**config.mk**
```make
export PLATFORM = sky130hd
export DESIGN_NAME = phase_meas_sched
export DESIGN_NICKNAME = d
export VERILOG_FILES = /design/src/rtl/phase_meas_sched.sv
export SDC_FILE = /design/constraint.sdc
export NUM_CORES = 1
export LEC_CHECK = 0
export CAP_MARGIN = 20
export CORE_ASPECT_RATIO = 0.9
export CORE_MARGIN = 5
export CORE_UTILIZATION = 49
export CTS_BUF_LIST = sky130_fd_sc_hd__clkbuf_8
export CTS_CLUSTER_SIZE = 30
export DETAILED_ROUTE_END_ITERATION = 10
export GPL_ROUTABILITY_DRIVEN = 0
export PLACE_DENSITY = 0.74
export SYNTH_ARGS = -nofsm -noshare
export SYNTH_HDL_FRONTEND = slang
export SYNTH_SLANG_ARGS = --single-unit
```
**constraint.sdc**
```tcl
create_clock -name clk -period 2.4 [get_ports clk]
set_input_delay 0.36 -clock clk [delete_from_list [all_inputs] [get_ports clk]]
set_output_delay 0.36 -clock clk [all_outputs]
set_load 0.03 [all_outputs]
```
**src/rtl/phase_meas_sched.sv**
```systemverilog
// Round-robin scheduler sharing one delay/period measurement engine
// across N_CH asynchronous square-wave channel pairs.
module phase_meas_sched #(
  parameter int N_CH    = 4,
  parameter int CNT_W   = 32,
  parameter int TIMEOUT = 1_000_000,
  localparam int IW     = (N_CH > 1) ? $clog2(N_CH) : 1
) (
  input  logic             clk,
  input  logic             rstn,
  input  logic             enable,
  input  logic [N_CH-1:0]  ch_req,
  input  logic [N_CH-1:0]  sq_ref,
  input  logic [N_CH-1:0]  sq_meas,
  output logic [N_CH-1:0]  ch_grant,
  output logic             busy,
  output logic             res_valid,
  input  logic             res_ready,
  output logic [IW-1:0]    res_ch,
  output logic [CNT_W-1:0] res_delay,
  output logic [CNT_W-1:0] res_period,
  output logic             res_timeout
);

  typedef enum logic [2:0] {
    IDLE, WAIT_REF, MEAS, PERIOD, DONE
  } state_t;

  state_t state, state_n;

  logic [N_CH-1:0] ref_s1, ref_s2, ref_s3;
  logic [N_CH-1:0] meas_s1, meas_s2, meas_s3;
  logic [N_CH-1:0] ref_pls, meas_pls;

  logic [IW-1:0]    ptr, ptr_n, sel, idx;
  logic             found;
  logic [N_CH-1:0]  grant_oh;
  logic             grant_go;
  logic             rp, mp;

  logic [CNT_W-1:0] cnt, cnt_n, cnt_inc;
  logic [CNT_W-1:0] tmo, tmo_n, tmo_inc;
  logic             tmo_hit;
  logic [CNT_W-1:0] delay_n, period_n;
  logic             tout_n;

  // Third stage only remembers the previous level for edge detection,
  // so ref and meas see exactly the same latency.
  always_ff @(posedge clk or negedge rstn) begin
    if (!rstn) begin
      ref_s1  <= '0;
      ref_s2  <= '0;
      ref_s3  <= '0;
      meas_s1 <= '0;
      meas_s2 <= '0;
      meas_s3 <= '0;
    end else begin
      ref_s1  <= sq_ref;
      ref_s2  <= ref_s1;
      ref_s3  <= ref_s2;
      meas_s1 <= sq_meas;
      meas_s2 <= meas_s1;
      meas_s3 <= meas_s2;
    end
  end

  assign ref_pls  = ref_s2 & ~ref_s3;
  assign meas_pls = meas_s2 & ~meas_s3;

  assign rp = ref_pls[res_ch];
  assign mp = meas_pls[res_ch];

  // Cyclic search; walking backwards leaves the lowest offset in sel.
  always_comb begin
    found = 1'b0;
    sel   = '0;
    idx   = '0;
    for (int i = N_CH - 1; i >= 0; i--) begin
      idx = IW'((int'(ptr) + i) % N_CH);
      if (ch_req[idx]) begin
        found = 1'b1;
        sel   = idx;
      end
    end
  end

  always_comb begin
    grant_oh      = '0;
    grant_oh[sel] = 1'b1;
  end

  assign ptr_n = (sel == IW'(N_CH - 1)) ? '0 : sel + 1'b1;

  assign cnt_inc = (cnt == '1) ? cnt : cnt + 1'b1;
  assign tmo_inc = (tmo == '1) ? tmo : tmo + 1'b1;
  assign tmo_hit = (tmo == CNT_W'(TIMEOUT - 1));

  assign busy = (state != IDLE);

  always_ff @(posedge clk or negedge rstn) begin
    if (!rstn) state <= IDLE;
    else       state <= state_n;
  end

  always_comb begin
    state_n  = state;
    cnt_n    = cnt;
    tmo_n    = tmo;
    delay_n  = res_delay;
    period_n = res_period;
    tout_n   = res_timeout;
    grant_go = 1'b0;
    unique case (state)
      IDLE: begin
        if (enable && found) begin
          grant_go = 1'b1;
          cnt_n    = '0;
          tmo_n    = '0;
          tout_n   = 1'b0;
          state_n  = WAIT_REF;
        end
      end
      WAIT_REF, MEAS, PERIOD: begin
        cnt_n = cnt_inc;
        tmo_n = tmo_inc;
        if (!enable) begin
          state_n = IDLE;
        end else if (tmo_hit) begin
          delay_n  = '0;
          period_n = '0;
          tout_n   = 1'b1;
          state_n  = DONE;
        end else if (state == WAIT_REF) begin
          // cnt holds (current cycle - T0) once the ref edge is seen
          if (rp) begin
            cnt_n = CNT_W'(1);
            if (mp) begin
              delay_n = '0;
              state_n = PERIOD;
            end else begin
              state_n = MEAS;
            end
          end
        end else if (state == MEAS) begin
          if (mp) begin
            delay_n = cnt;
            if (rp) begin
              period_n = cnt;
              state_n  = DONE;
            end else begin
              state_n  = PERIOD;
            end
          end else if (rp) begin
            delay_n  = cnt;
            period_n = cnt;
            state_n  = DONE;
          end
        end else begin
          if (rp) begin
            period_n = cnt;
            state_n  = DONE;
          end
        end
      end
      DONE: begin
        if (res_ready) state_n = IDLE;
      end
      default: state_n = IDLE;
    endcase
  end

  always_ff @(posedge clk or negedge rstn) begin
    if (!rstn) begin
      ptr         <= '0;
      cnt         <= '0;
      tmo         <= '0;
      ch_grant    <= '0;
      res_ch      <= '0;
      res_delay   <= '0;
      res_period  <= '0;
      res_timeout <= 1'b0;
      res_valid   <= 1'b0;
    end else begin
      cnt         <= cnt_n;
      tmo         <= tmo_n;
      res_delay   <= delay_n;
      res_period  <= period_n;
      res_timeout <= tout_n;
      res_valid   <= (state_n == DONE);
      if (grant_go) begin
        ch_grant <= grant_oh;
        res_ch   <= sel;
        ptr      <= ptr_n;
      end else if (state_n == IDLE) begin
        ch_grant <= '0;
      end
    end
  end

endmodule

```
**Clock wiring as the flow saved it**

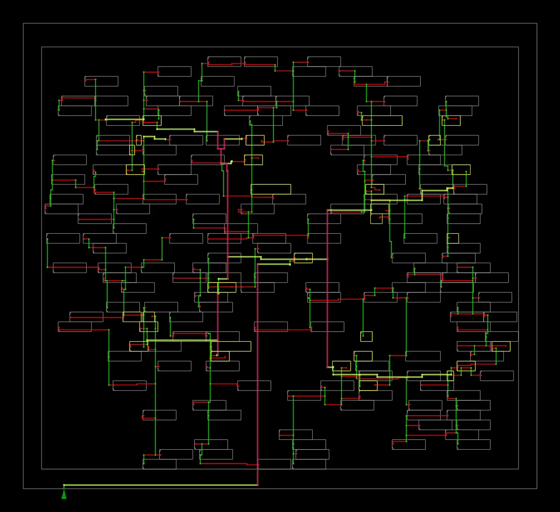
insertion delay to the later sink of the worst-skew pair: 0.46 ns
number of buffers added by the clock tree synthesis step: 17
Clock group: 2110 uW

**Clock network drawn from the DEF**

Bar = 50 microns.
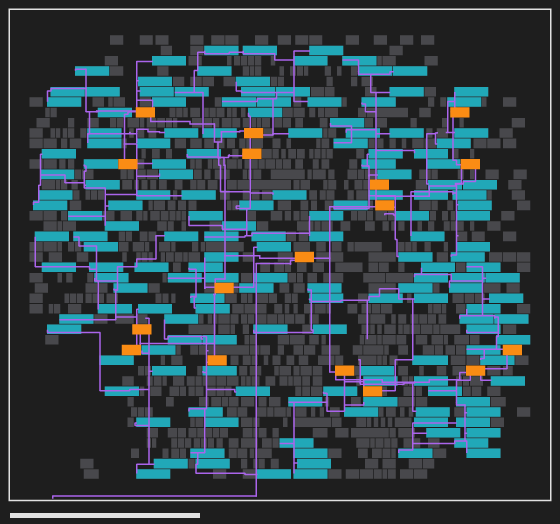
clock-net drivers -> orange  # count 17
flip-flops -> cyan  # count 165
clock wires -> purple  # length 1970 microns
routed clock nets = 18
Clk pwr share: 0.258
final worst clock skew: 0.0204 ns

==> flow_summary_export.csv <==
group,metric,value,unit
power,ir_worst_vdd,0.654,mV
final_timing,min_period,2.36,ns
synthesis,combinational_family_with_the_most_area_after_synthesis,"simple AND/OR/NAND/NOR gates",
worst_setup_path,timing.rr.start,"res_ch[0]",
global_route,total_routing_usage_reported_by_global_routing,0.220,
final_timing,max-slew-margin-rel,0.592,
worst_setup_path,required,2.78,ns
global_route,met2_usage,0.323,
final_timing,setup-tns-final,0,ns
synthesis,post-synth-top-count-cell,"dfrtp_1",
finish,finish.net_count,923,
finish,seq_area_frac,0.424,
finish,multiInputCombCellCount,505,
flow_run,timing.max_cap.violations,0,
final_timing,timing_hold_violations_final,0,
global_route,met1_usage,0.331,
worst_setup_path,worst_path_cell_trace,"buf_6, nor4bb_1, or4_4, and3_4, a21o_4, clkbuf_16, or3_1, o21ai_0",
power,switching_power,2830,uW
global_route,grt_pass1_wl,32.7,mm
synthesis,ys_top_cells_by_count,"dfrtp_1 (165), nand3_1 (63), o21ai_0 (63), inv_1 (53), nand2_1 (44)",
placement,pre_cts_ws,-0.165,ns
route,initialDrtViolationCount,656,
die,chipHeight,129,microns
final_timing,setup_repair_after_global_routing_missed_its_margin,"true",
finish,nNonClkBuffers,159,
final_timing,max_freq,424,MHz
global_route,gr-max-usage-layer,"met1",
power,combinationalPowerShare,0.321,
synthesis,top_area_cell,"dfrtp_1",
final_timing,worst_hold_slack,0.344,ns
worst_setup_path,critical-path-top-delay-family,"simple AND/OR/NAND/NOR gates",
power,power.density_cell_area,837,nW/um^2
synthesis,area_leaders,"dfrtp_1 (54%), a22o_1 (4.2%), nand3_1 (4.1%)",
clocking,cts_tree,"done",
power,total_power,8170,uW
hold_path,min_path_type,"input pin to flop",
synthesis,yosys.area.top_type_share,0.536,
finish,tally_of_clock_buffers_in_the_finished_layout,19,
die,horizontal_die_dimension,142,microns
die,row_count,43,
finish,layout.nonclk_buf_frac,0.159,
route,antenna_left,0,
synthesis,post_synth_mux_area_share,0.00406,
finish,antennaDiodeCount,0,
global_route,grt_pass1_vias,6325,
worst_setup_path,critPathLaunchType,"flop",
synthesis,synth_seq_share,0.536,
clocking,post-cts-setup-buffer-count,3,
worst_setup_path,critical_path.n_buffers_inverters,2,
finish,finish.utilization,0.632,
worst_setup_path,slowest_stage_cell_on_the_critical_path,"or4_4",
finish,largestClassByArea,"flip-flops and latches",
flow_run,tool_warnings,30,
worst_setup_path,reg2regPathDepth,8,
route,detail_route.first_pass.iterations,8,
finish,finalInstanceArea,9750,sq um
finish,layout.non_clock_inverters,53,
worst_setup_path,timing.rr.end,"cnt[30]",
placement,io_buffers,88,
final_timing,worstMarginPinSlew,0.607,ns
finish,final_cell_count_no_fill,1115,
synthesis,aoi_share,0.185,
finish,relative_area_of_clock_buffers_and_inverters_in_the_final_design,0.0426,
finish,nFlopsAndLatches,165,
hold_path,worstHoldStart,"sq_ref[2]",
worst_setup_path,critPathArrivalTime,2.74,ns
final_timing,finalCritPeriodShare,0.983,
route,drcViolationCount,0,
worst_setup_path,worstPathMaxFanout,7,
synthesis,synth_top_flop_cell,"dfrtp_1",
hold_path,timing.hold.worst_endpoint,"ref_s1[2]",
clocking,numClockSinks,165,
clocking,clk_transition_reported_paths,0.09,ns
synthesis,synth_area_per_cell,9.98,sq um
finish,comb_share,0.329,
clocking,cts_repair_resize_count,3,
clocking,clock_tree.htree_level_count,4,
synthesis,yosys.stat.chipArea,7700,sq um
worst_setup_path,cp.depth,8,
power,sequentialPowerShare,0.420,
synthesis,post_synth_inst_count,772,
finish,drive_above_1_share,0.140,
route,post_drt_wl_per_cell,17.8,microns
worst_setup_path,maximum_cell_stage_delay_along_the_critical_path,0.55,ns
finish,final-seq-area,4130,sq um
die,starting_utilization_of_the_core_area,0.499,
power,power.static_leakage,0.00431,uW
run_status,run_status,"complete, no violations",
placement,dp.cells,1076,
synthesis,async_flop_share,1.00,
worst_setup_path,reg2reg_setup_slack,0.04,ns
synthesis,numSynthFlops,165,
synthesis,yosys_cell_count,772,
die,num_tap_cells,202,
synthesis,yosys_warning_tally,0,
global_route,grt_remaining_overflow,0,
synthesis,xor_area_frac,0.0193,
synthesis,simple_gate_share,0.190,
power,power.internal,5340,uW
worst_setup_path,setup.worst_path.end,"cnt[30]",
worst_setup_path,endpoint_kind,"flop",
die,chipArea,18300,sq um
finish,logic_area,3210,sq um
hold_path,whs_path_depth,1,
power,netSwitchingFraction,0.347,
worst_setup_path,path_class,"flop to flop",
final_timing,slew_viol_final,0,
**Signal wires on met4**

Supply wires on this layer in grey.
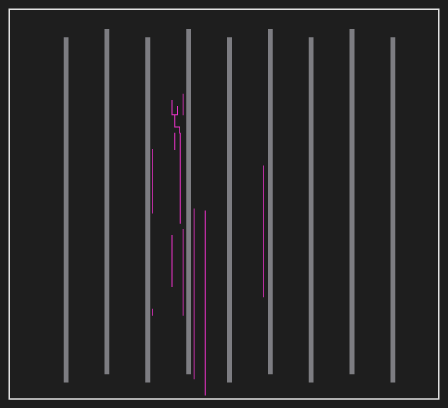
longest straight run = 61.2 microns
wire length on this layer = 289 microns
main direction = vertical
nets with wire on the layer = 7
WL final: 19.8 mm
via total after detailed routing: 6657

**Drive-strength map**

Bar = 50 microns.
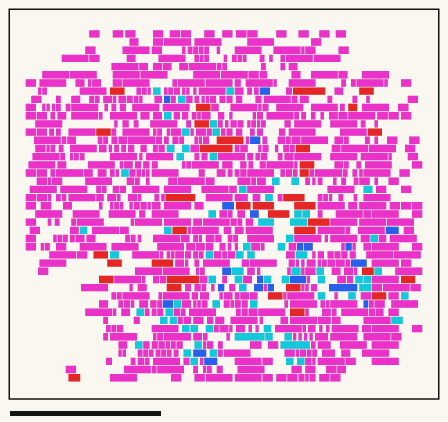
x2 -> blue  # cells 21, share 2.3%, most used or2_2
x1 and smaller -> magenta  # cells 785, share 86%, most used dfrtp_1
x3 and x4 -> cyan  # cells 72, share 7.9%, most used buf_4
x6 and larger -> red  # cells 35, share 3.8%, most used clkbuf_8
Worst Slack Setup Final: 0.0397 ns
area grow syn2layout: 26.6%

==> cells in the final DEF (no fill, tap or decap), drive strengths merged, types with 26 or more instances in the layout <==
cell type	netlist	layout
a21oi	29	29
a22o	37	37
a31oi	26	26
buf	20	70
clkdlybuf4s50	0	87
dfrtp	165	165
inv	53	57
nand2	44	44
nand3	63	63
nor2	41	41
o21ai	66	66
==> power groups by stage <==
stage                     clock, uW  combinational (uW)  sequential [uW]
after floorplan                   0                 890             3980
after global placement            0                2410             3460
after detailed placement          0                2470             3470
after CTS                      2140                2580             3430
after global routing           2280                2830             3480
final                          2110                2620             3430
==> metal layers <==
layer	up-vias	wire length, microns
li1	3081	-
met4	0	289
met2	259	8960
met1	3291	9170
met3	26	1370
met5	-	0
No activity file was given, so power comes from the tool's default toggle rates.
